==> images/congestion_map.png <==
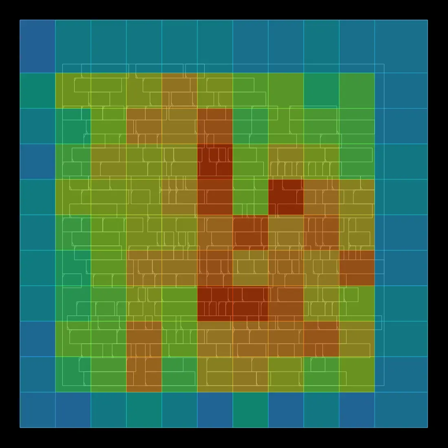
==> images/clock_wires.png <==
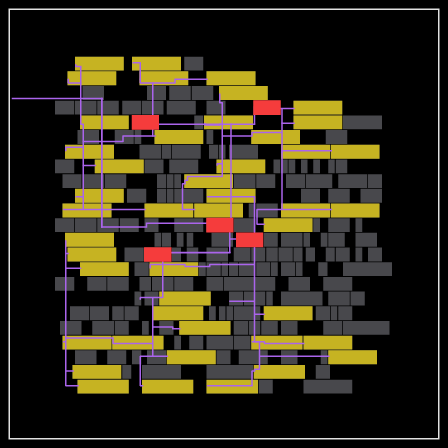
==> images/gates.png <==
The bar under the picture is 20 microns long.
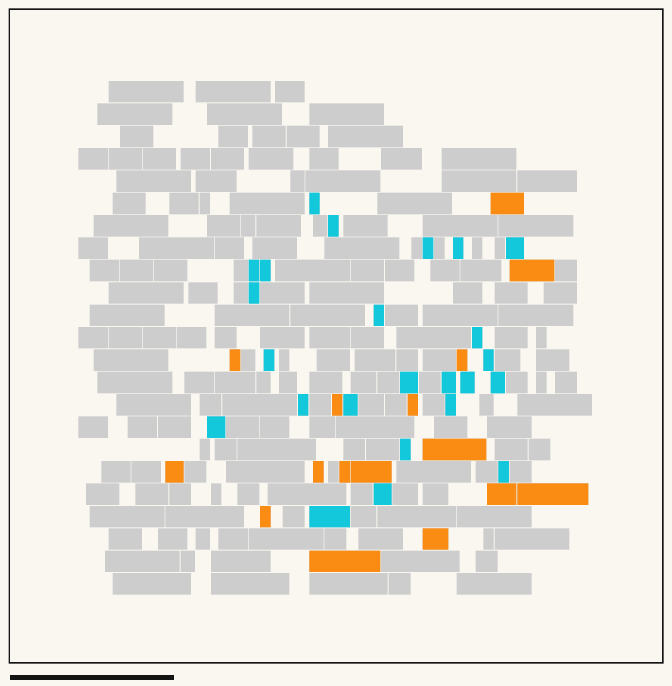
==> src/rtl/spi_sensor_pkg.sv <==
`default_nettype none
// ============================================================================
// spi_sensor_pkg : shared defaults, FSM encoding and frame builder
// Revision: 1.0
// ============================================================================
package spi_sensor_pkg;

    localparam int DEF_FRAME_BITS  = 16;
    localparam int DEF_DATA_BITS   = 8;
    localparam int DEF_DATA_LSB    = 4;
    localparam int DEF_SYNC_STAGES = 2;

    typedef enum logic [1:0] {
        ST_IDLE  = 2'd0,
        ST_SHIFT = 2'd1,
        ST_DONE  = 2'd2
    } state_e;

    // Zero-padded frame with the payload placed at frame bit 'lsb' upward.
    function automatic logic [DEF_FRAME_BITS-1:0] build_frame(
        input logic [DEF_DATA_BITS-1:0] payload,
        input int                       lsb
    );
        return DEF_FRAME_BITS'(payload) << lsb;
    endfunction

endpackage
`default_nettype wire

==> src/rtl/spi_in_sync.sv <==
`default_nettype none
// ============================================================================
// spi_in_sync : multi-stage input synchronizer with rise/fall edge detect
// Revision: 1.0
// ============================================================================
module spi_in_sync #(
    parameter int SYNC_STAGES = 2
) (
    input  logic clk,
    input  logic rstn,
    input  logic async_i,
    output logic rise_o,
    output logic fall_o
);

    logic [SYNC_STAGES-1:0] sync_q;
    logic                   prev_q;

    // Idle-high reset so a line sitting high at reset release shows no edge.
    always_ff @(posedge clk or negedge rstn) begin
        if (!rstn) begin
            sync_q <= '1;
            prev_q <= 1'b1;
        end else begin
            sync_q <= {sync_q[SYNC_STAGES-2:0], async_i};
            prev_q <= sync_q[SYNC_STAGES-1];
        end
    end

    assign rise_o =  sync_q[SYNC_STAGES-1] & ~prev_q;
    assign fall_o = ~sync_q[SYNC_STAGES-1] &  prev_q;

endmodule
`default_nettype wire

==> src/rtl/spi_sensor_slave.sv <==
`default_nettype none
// ============================================================================
// spi_sensor_slave : SPI transmit-side sensor emulator, 16-bit framed sample
// Revision: 1.0
// ============================================================================
module spi_sensor_slave
    import spi_sensor_pkg::*;
#(
    parameter int FRAME_BITS  = DEF_FRAME_BITS,
    parameter int DATA_BITS   = DEF_DATA_BITS,
    parameter int DATA_LSB    = DEF_DATA_LSB,
    parameter int SYNC_STAGES = DEF_SYNC_STAGES
) (
    input  logic                 clk,
    input  logic                 rstn,
    input  logic [DATA_BITS-1:0] data_in,
    input  logic                 data_valid,
    output logic                 data_ready,
    input  logic                 ss,
    input  logic                 sclk,
    output logic                 miso,
    output logic                 miso_oe,
    output logic                 frame_done,
    output logic                 frame_abort,
    output logic                 underrun
);

    localparam int                 c_cnt_w    = $clog2(FRAME_BITS + 1);
    localparam logic [c_cnt_w-1:0] c_last_cnt = c_cnt_w'(FRAME_BITS - 1);

    logic w_ss_rise, w_ss_fall, w_sclk_rise, w_sclk_fall, w_accept;

    state_e                 state_q, state_d;
    logic [FRAME_BITS-1:0]  shift_q, shift_d;
    logic [c_cnt_w-1:0]     bit_cnt_q, bit_cnt_d;
    logic                   hold_full_q, hold_full_d;
    logic [DATA_BITS-1:0]   hold_data_q, hold_data_d;
    logic [DATA_BITS-1:0]   last_q, last_d;
    logic                   done_q, done_d;
    logic                   abort_q, abort_d;
    logic                   underrun_q, underrun_d;

    spi_in_sync #(.SYNC_STAGES(SYNC_STAGES)) u_ss_sync (
        .clk    (clk),
        .rstn   (rstn),
        .async_i(ss),
        .rise_o (w_ss_rise),
        .fall_o (w_ss_fall)
    );

    spi_in_sync #(.SYNC_STAGES(SYNC_STAGES)) u_sclk_sync (
        .clk    (clk),
        .rstn   (rstn),
        .async_i(sclk),
        .rise_o (w_sclk_rise),
        .fall_o (w_sclk_fall)
    );

    assign w_accept = data_valid & ~hold_full_q;

    always_comb begin
        state_d     = state_q;
        shift_d     = shift_q;
        bit_cnt_d   = bit_cnt_q;
        hold_full_d = hold_full_q;
        hold_data_d = hold_data_q;
        last_d      = last_q;
        done_d      = 1'b0;
        abort_d     = 1'b0;
        underrun_d  = 1'b0;

        if (w_accept) begin
            hold_full_d = 1'b1;
            hold_data_d = data_in;
        end

        unique case (state_q)
            ST_IDLE: begin
                if (w_ss_fall) begin
                    state_d   = ST_SHIFT;
                    bit_cnt_d = '0;
                    if (hold_full_q) begin
                        shift_d     = build_frame(hold_data_q, DATA_LSB);
                        hold_full_d = 1'b0;
                        last_d      = hold_data_q;
                    end else begin
                        shift_d    = build_frame(last_q, DATA_LSB);
                        underrun_d = 1'b1;
                    end
                end
            end
            ST_SHIFT: begin
                // Completion outranks a coincident deselect: no abort then.
                if (w_sclk_rise && bit_cnt_q == c_last_cnt) begin
                    bit_cnt_d = w_ss_rise ? '0 : bit_cnt_q + 1'b1;
                    done_d    = 1'b1;
                    state_d   = w_ss_rise ? ST_IDLE : ST_DONE;
                end else if (w_ss_rise) begin
                    state_d   = ST_IDLE;
                    bit_cnt_d = '0;
                    abort_d   = 1'b1;
                end else begin
                    if (w_sclk_rise) begin
                        bit_cnt_d = bit_cnt_q + 1'b1;
                    end
                    // The leading fall of the idle-high clock keeps the MSB in place.
                    if (w_sclk_fall && bit_cnt_q != '0) begin
                        shift_d = {shift_q[FRAME_BITS-2:0], 1'b0};
                    end
                end
            end
            ST_DONE: begin
                if (w_ss_rise) begin
                    state_d   = ST_IDLE;
                    bit_cnt_d = '0;
                end
            end
            default: state_d = ST_IDLE;
        endcase
    end

    always_ff @(posedge clk or negedge rstn) begin
        if (!rstn) begin
            state_q     <= ST_IDLE;
            shift_q     <= '0;
            bit_cnt_q   <= '0;
            hold_full_q <= 1'b0;
            hold_data_q <= '0;
            last_q      <= '0;
            done_q      <= 1'b0;
            abort_q     <= 1'b0;
            underrun_q  <= 1'b0;
        end else begin
            state_q     <= state_d;
            shift_q     <= shift_d;
            bit_cnt_q   <= bit_cnt_d;
            hold_full_q <= hold_full_d;
            hold_data_q <= hold_data_d;
            last_q      <= last_d;
            done_q      <= done_d;
            abort_q     <= abort_d;
            underrun_q  <= underrun_d;
        end
    end

    assign data_ready  = ~hold_full_q;
    assign miso        = (state_q == ST_SHIFT) & shift_q[FRAME_BITS-1];
    assign miso_oe     = (state_q != ST_IDLE);
    assign frame_done  = done_q;
    assign frame_abort = abort_q;
    assign underrun    = underrun_q;

endmodule
`default_nettype wire

==> config.mk <==
export PLATFORM = sky130hd
export DESIGN_NAME = spi_sensor_slave
export DESIGN_NICKNAME = d
export VERILOG_FILES = /design/src/rtl/spi_sensor_pkg.sv /design/src/rtl/spi_in_sync.sv /design/src/rtl/spi_sensor_slave.sv
export SDC_FILE = /design/constraint.sdc
export NUM_CORES = 1
export LEC_CHECK = 0
export CAP_MARGIN = 20
export CORE_MARGIN = 8
export CORE_UTILIZATION = 50
export CTS_CLUSTER_SIZE = 8
export DETAILED_ROUTE_END_ITERATION = 7
export GPL_ROUTABILITY_DRIVEN = 0
export PLACE_DENSITY = 0.74
export RECOVER_POWER = 50
export SETUP_SLACK_MARGIN = 0.2
export SLEW_MARGIN = 0
export SYNTH_ARGS = -nofsm -noshare
export SYNTH_HDL_FRONTEND = slang
export SYNTH_SLANG_ARGS = --single-unit
==> constraint.sdc <==
create_clock -name clk -period 1.7 [get_ports clk]
set_input_delay 0.34 -clock clk [delete_from_list [all_inputs] [get_ports clk]]
set_output_delay 0.34 -clock clk [all_outputs]
set_load 0.05 [all_outputs]
==> results_dict.tcl <==
# yosys + openroad results
set metrics [dict create \
    highest_layer "met4" \
    violations "negative setup slack" \
    setup_slack_ns -0.0241 \
    syn_to_final_growth_pct 35.0 \
    worst_pin_slew_ns 1.07 \
    largest_cell_class "flip-flops and latches" \
    row_count 23 \
    buffer_area_frac 0.164 \
    pg_clk_mw 0.637 \
    comb_area_sq_um 941 \
    cellInternalPower_mw 2.50 \
    yosysTopAreaCellShare 0.487 \
    status "finished, violations left" \
    setup_viol 6 \
    syn_area_per_cell_sq_um 12.4 \
    inv_count 10 \
    grt-ovfl-total 0 \
    pre_cts_slack_ns -0.0229 \
    switching_share 0.319 \
    r2r_slack_ns -0.02 \
    slew-limit-headroom 0.288 \
    yosysWarnings 0 \
    slowest_delay_ns 0.55 \
    total_power_mw 3.67 \
    clkLatencyLatePin_ns 0.29 \
]
Back to the opening pictures, congestion_map.png:
DR WL/cell: 15.6 microns
global routing's busiest layer: met2
final core occ: 0.691
GR Layer Usage met1: 0.154

Back to the opening pictures, clock_wires.png:
[yellow] flip-flops | count: 45
[purple] clock wires | length: 521 microns
[red] clock-net drivers | count: 5
routed clock nets: 6

Back to the opening pictures, gates.png:
| color | family | cells | most used |
|---|---|---|---|
| orange | nor cells | 16 | nor2_1 |
| cyan | nand cells | 24 | nand2_1 |

cell usage in the layout, fill, tap and decap left out, types with 2 or more instances in the layout:
cell,n
a21o_1,2
and3_4,2
buf_12,2
buf_2,2
buf_4,17
buf_6,12
clkbuf_1,2
clkbuf_8,5
clkdlybuf4s50_1,9
dfrtp_1,36
dfrtp_2,3
dfstp_2,6
dlygate4sd3_1,2
ha_4,2
inv_1,10
mux2_2,16
mux2_4,6
mux2i_1,12
nand2_1,15
nand2_2,2
nand2b_1,2
nand3_1,4
nor2_1,7
nor4b_4,2
o21ai_0,6
o21ai_2,2
o21bai_1,2
state kept, by name (all words and copies together), names as in the netlist, 2 cells and up:
name,count
bit_cnt_q,5
hold_data_q,8
last_q,8
shift_q,12
state_q,2
u_sclk_sync.sync_q,2
u_ss_sync.sync_q,2
